## config.mk

```make
export PLATFORM = sky130hd
export DESIGN_NAME = mem_port
export DESIGN_NICKNAME = d
export VERILOG_FILES = /design/src/rtl/mem_port.sv
export SDC_FILE = /design/constraint.sdc
export NUM_CORES = 1
export LEC_CHECK = 0
export ABC_AREA = 1
export CAP_MARGIN = 20
export CORE_MARGIN = 5
export CORE_UTILIZATION = 41
export CTS_BUF_LIST = sky130_fd_sc_hd__clkbuf_4 sky130_fd_sc_hd__clkbuf_8
export DETAILED_ROUTE_END_ITERATION = 10
export GPL_TIMING_DRIVEN = 0
export PLACE_DENSITY = 0.87
export SLEW_MARGIN = 5
export SYNTH_ARGS = -nofsm -noshare
export SYNTH_HDL_FRONTEND = slang
export SYNTH_SLANG_ARGS = --single-unit
```

## constraint.sdc

```tcl
create_clock -name i_clk -period 2.2 [get_ports i_clk]
set_clock_uncertainty 0.05 [all_clocks]
set_input_delay 0.44 -clock i_clk [delete_from_list [all_inputs] [get_ports i_clk]]
set_output_delay 0.44 -clock i_clk [all_outputs]
set_load 0.02 [all_outputs]
```

## src/rtl/mem_port.sv

```systemverilog
// rtl/mem_port.sv - single-outstanding memory port with MAR/MDR for a simple CPU datapath.
// Optional request timeout with ERR state when MEM_PORT_TIMEOUT_EN is defined.
module mem_port #(
    parameter int BITS    = 8,
    parameter int TIMEOUT = 15
) (
    input  logic            i_clk,
    input  logic            i_rst,
    input  logic            i_ld_mar,
    input  logic [BITS-1:0] i_addr,
    input  logic            i_rd,
    input  logic            i_wr,
    input  logic [BITS-1:0] i_wdata,
    output logic [BITS-1:0] o_mar,
    output logic [BITS-1:0] o_mdr,
    output logic            o_busy,
    output logic            o_done,
    output logic            o_err,
    output logic [BITS-1:0] o_mem_addr,
    output logic            o_mem_req,
    output logic            o_mem_we,
    output logic [BITS-1:0] o_mem_wdata,
    input  logic            i_mem_ack,
    input  logic [BITS-1:0] i_mem_rdata
);

    typedef enum logic [1:0] {
        S_IDLE,
        S_REQ,
        S_DONE
`ifdef MEM_PORT_TIMEOUT_EN
        ,
        S_ERR
`endif
    } state_t;

    state_t          state;
    state_t          state_next;

    logic [BITS-1:0] mar;
    logic [BITS-1:0] mdr;
    logic [BITS-1:0] wdata_q;
    logic            cmd_we;

    logic            busy;
    logic            done;
    logic            err;
    logic            mem_req;
    logic            mem_we;

`ifdef MEM_PORT_TIMEOUT_EN
    localparam int CW = (TIMEOUT < 2) ? 1 : $clog2(TIMEOUT + 1);
    localparam logic [CW-1:0] CNT_LAST = CW'(TIMEOUT - 1);

    logic [CW-1:0]   wait_cnt;
    logic            timed_out;

    assign timed_out = !i_mem_ack && (wait_cnt == CNT_LAST);
`endif

    always_ff @(posedge i_clk) begin
        if (i_rst) begin
            state <= S_IDLE;
        end else begin
            state <= state_next;
        end
    end

    always_comb begin
        state_next = state;
        busy       = 1'b0;
        done       = 1'b0;
        err        = 1'b0;
        mem_req    = 1'b0;
        mem_we     = 1'b0;
        case (state)
            S_IDLE: begin
                if (i_rd || i_wr) begin
                    state_next = S_REQ;
                end
            end
            S_REQ: begin
                busy    = 1'b1;
                mem_req = 1'b1;
                mem_we  = cmd_we;
                if (i_mem_ack) begin
                    state_next = S_DONE;
                end
`ifdef MEM_PORT_TIMEOUT_EN
                else if (timed_out) begin
                    state_next = S_ERR;
                end
`endif
            end
            S_DONE: begin
                busy       = 1'b1;
                done       = 1'b1;
                state_next = S_IDLE;
            end
`ifdef MEM_PORT_TIMEOUT_EN
            S_ERR: begin
                busy       = 1'b1;
                err        = 1'b1;
                state_next = S_IDLE;
            end
`endif
            default: begin
                state_next = S_IDLE;
            end
        endcase
    end

    // MAR and command/data latch only move in IDLE, so they stay frozen for a whole transaction.
    always_ff @(posedge i_clk) begin
        if (i_rst) begin
            mar     <= '0;
            mdr     <= '0;
            wdata_q <= '0;
            cmd_we  <= 1'b0;
        end else begin
            case (state)
                S_IDLE: begin
                    if (i_ld_mar) begin
                        mar <= i_addr;
                    end
                    if (i_rd || i_wr) begin
                        cmd_we  <= i_wr;
                        wdata_q <= i_wdata;
                    end
                end
                S_REQ: begin
                    if (i_mem_ack && !cmd_we) begin
                        mdr <= i_mem_rdata;
                    end
                end
`ifdef MEM_PORT_TIMEOUT_EN
                S_ERR: begin
                    mdr <= '1;
                end
`endif
                default: begin
                end
            endcase
        end
    end

`ifdef MEM_PORT_TIMEOUT_EN
    // Cleared while idle so every transaction starts counting from zero.
    always_ff @(posedge i_clk) begin
        if (i_rst) begin
            wait_cnt <= '0;
        end else if (state == S_REQ) begin
            if (!i_mem_ack && !timed_out) begin
                wait_cnt <= wait_cnt + CW'(1);
            end
        end else begin
            wait_cnt <= '0;
        end
    end
`endif

    assign o_mar       = mar;
    assign o_mdr       = mdr;
    assign o_busy      = busy;
    assign o_done      = done;
`ifdef MEM_PORT_TIMEOUT_EN
    assign o_err       = err;
`else
    assign o_err       = 1'b0;
`endif
    assign o_mem_addr  = mar;
    assign o_mem_req   = mem_req;
    assign o_mem_we    = mem_we;
    assign o_mem_wdata = wdata_q;

endmodule

```

clock_nets.png
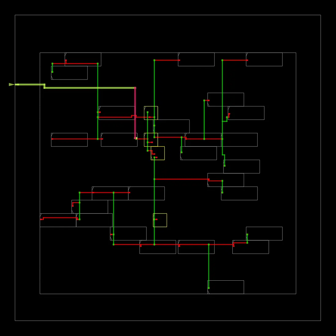
Num CTS Buffers: 3
CTS Sinks: 27
Seq cells: 27
Clk Latency, worst-skew pair: 0.30 ns

gates.png
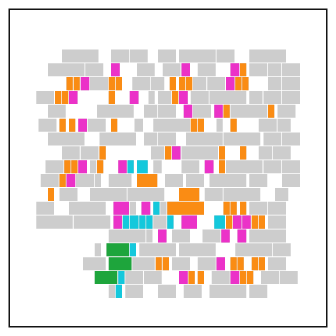
Green stands for fa/ha/maj cells, cells 3. Magenta stands for aoi and oai cells, cells 28. Cyan stands for nand cells, cells 12. Orange stands for nor cells, cells 51.

==> flow_summary.yaml <==
# physical design summary
final_timing:
  holdWs_ns: 0.4497
  setup_viol: 0
  finalHoldViolCount: 0
  setup-tns-final_ns: 0
  slew_violations: 0
  worst_slack_ns: 0.2249
  rsz0062_at_grt: "false"
  fmax_mhz: 506.3
  period_minus_slack_ns: 1.975
  period_used_pct: 89.78
synthesis:
  ys_types: 18
  seq_area_frac_synth_pct: 48.65
  yosys_warnings: 0
  synth_nets: 174
  netlist_instances: 141
  synth_area_um2: 1111
  yosys_register_bits: 27
  yosysCellCount: 141
  ys_area_um2: 1111
  avgSynthCellArea_um2: 7.880
floorplanning:
  core_area_um2: 2545
  dieWidth_um: 62.06
  die_h_um: 62.06
  row_count: 18
  n_tap_cell: 30
  core_util_floorplan_pct: 43.66
  ios: 67
  dieArea_um2: 3851
min_path:
  holdPathStages: 2
  min_to: "o_mem_wdata[2]"
  min_from: "o_mem_wdata[2]"
  hold_path_class: "reg -> reg"
placement:
  placed_area_um2: 1799
  place_ws_ns: 0.3704
  numPortBuffers: 65
  gp_congestion: 0.7094
  post-place-cells: 236
  hpwl_mm: 2.408
route:
  met3_length_um: 247
  first_pass_iters: 4
  drc: 0
  drt-met1-wl_mm: 1.181
  top_signal_layer_used: "met4"
  drt_iter0_markers: 26
  vias_per_cell: 4.517
  wl_per_cell_um: 12.20
  ant_nets: 0
  routed_wl_mm: 2.929
  wl_met2_mm: 1.469
  num_vias: 1084
layout:
  drive_gt1_share_pct: 12.38
  lay_top_count: "clkdlybuf4s50_1"
  nFillCells: 191
  sh_comb_area_pct: 25.20
  final-clk-cell-share_pct: 1.635
  comb_area_um2: 462.9
  lay_top_cells: "62 x clkdlybuf4s50_1, 48 x nor2_1, 27 x dfxtp_1"
  n_all_buffers: 76
  regArea_um2: 540.5
  diodes: 0
  fin_util_pct: 72.17
  largest_class: "buffers"
  fin_area_um2: 1837
  n_clock_buffer: 4
  comb_cells: 95
  syn2layout_area_growth_pct: 65.32
  nNonClkInverters: 8
  fin_nets: 244
  final_cells: 240
  seq-cell-share_pct: 29.43
  nonClkBufAreaFrac_pct: 40.05
power:
  power_mw: 1.224
  ir_worst_vdd_uv: 473.0
  powerDensity_nw_per_um2: 666.5
  power.leakage_nw: 0.8246
critical_path:
  r2r_cells: 7
  reg2reg_slack_ns: 0.83
  required_ns: 1.71
  cp_max_fo: 3
  rr_startpoint: "state[1]"
  setup.worst_path.class: "reg -> out"
  r2r-end: "o_mdr[7]"
  end_kind: "primary output"
  start_kind: "flip-flop"
  arrival_ns: 1.49
clocking:
  cts_tree: "built"
  htreeDepth: 1
  postCtsSetupBuffers: 0
  clockBufferDepth: 2
  cts_resized: 0
  root_buffer: "clkbuf_4"
  clk_pin_slew_ns: 0.13
  cts_hold_buf: 0
job:
  maxCapViolations: 0
  tool_warnings: 28
global_routing:
  grt_pass1_vias: 1081
  grt_pass1_wl_mm: 4.588
  grt_use_total_pct: 15.67
  grt_overflow_total: 0
  grt_max_degree: 15
  antenna_found_initial: 0
outcome:
  status: "finished clean"
[report_power, final]
part / internal, mW / total [mW] / leakage, nW / switching, mW
Sequential: 0.540 / 0.570 / 0.223 / 0.0305
Combinational: 0.219 / 0.437 / 0.583 / 0.218
Clock: 0.0829 / 0.217 / 0.0184 / 0.134
[critical path, cell delays in order, from the launching register on]
cell             delay [ns]
dfxtp_1                0.39
inv_1                  0.07
ha_1                   0.19
clkdlybuf4s50_1        0.53
[state kept, by name, summed over array words and instances, names as in the netlist]
register / cells
state: 2
o_mar: 8
o_mem_wdata: 8
o_mdr: 8
cmd_we: 1
[logic make-up (layout without fill, tap and decap cells)]
group / after synthesis / after routing / share of synthesized area (%)
AOI/OAI and AO/OA: 28 / 28 / 13.29
adders and majority gates: 3 / 3 / 3.379
and+or+nand+nor: 63 / 63 / 24.66
other: 1 / 1 / 0.3375
DFF: 27 / 27 / 48.65
buffers and inverters: 19 / 88 / 9.683
[cells in the mapped netlist (all sizes together)]
library cell | instances | area share (%)
buf | 11 | 7.0
inv | 8 | 2.7
dfxtp | 27 | 49
nor2 | 51 | 20
nand2 | 11 | 4.2
ha | 3 | 3.4
o21ai | 25 | 12
nand3 | 1 | 0.45
conb | 1 | 0.34
a21oi | 3 | 1.7
[worst max path at each step]
stage / cells past startpoint / from / endpoint
2_1_floorplan: 4 / state[1] / o_mem_we
3_3_place_gp: 5 / state[1] / o_mem_we
3_5_place_dp: 5 / state[1] / o_mem_we
4_1_cts: 5 / state[1] / o_mem_we
5_1_grt: 3 / state[0] / o_done
6_report: 3 / state[0] / o_done
[per-layer routing]
| layer | global-route usage, % | vias up |
|---|---|---|
| li1 | - | 572 |
| met1 | 17.86 | 470 |
| met2 | 28.85 | 38 |
| met3 | 3.926 | 4 |
| met4 | 3.939 | 0 |
| met5 | 0 | - |
Power and IR drop assume default switching activity.
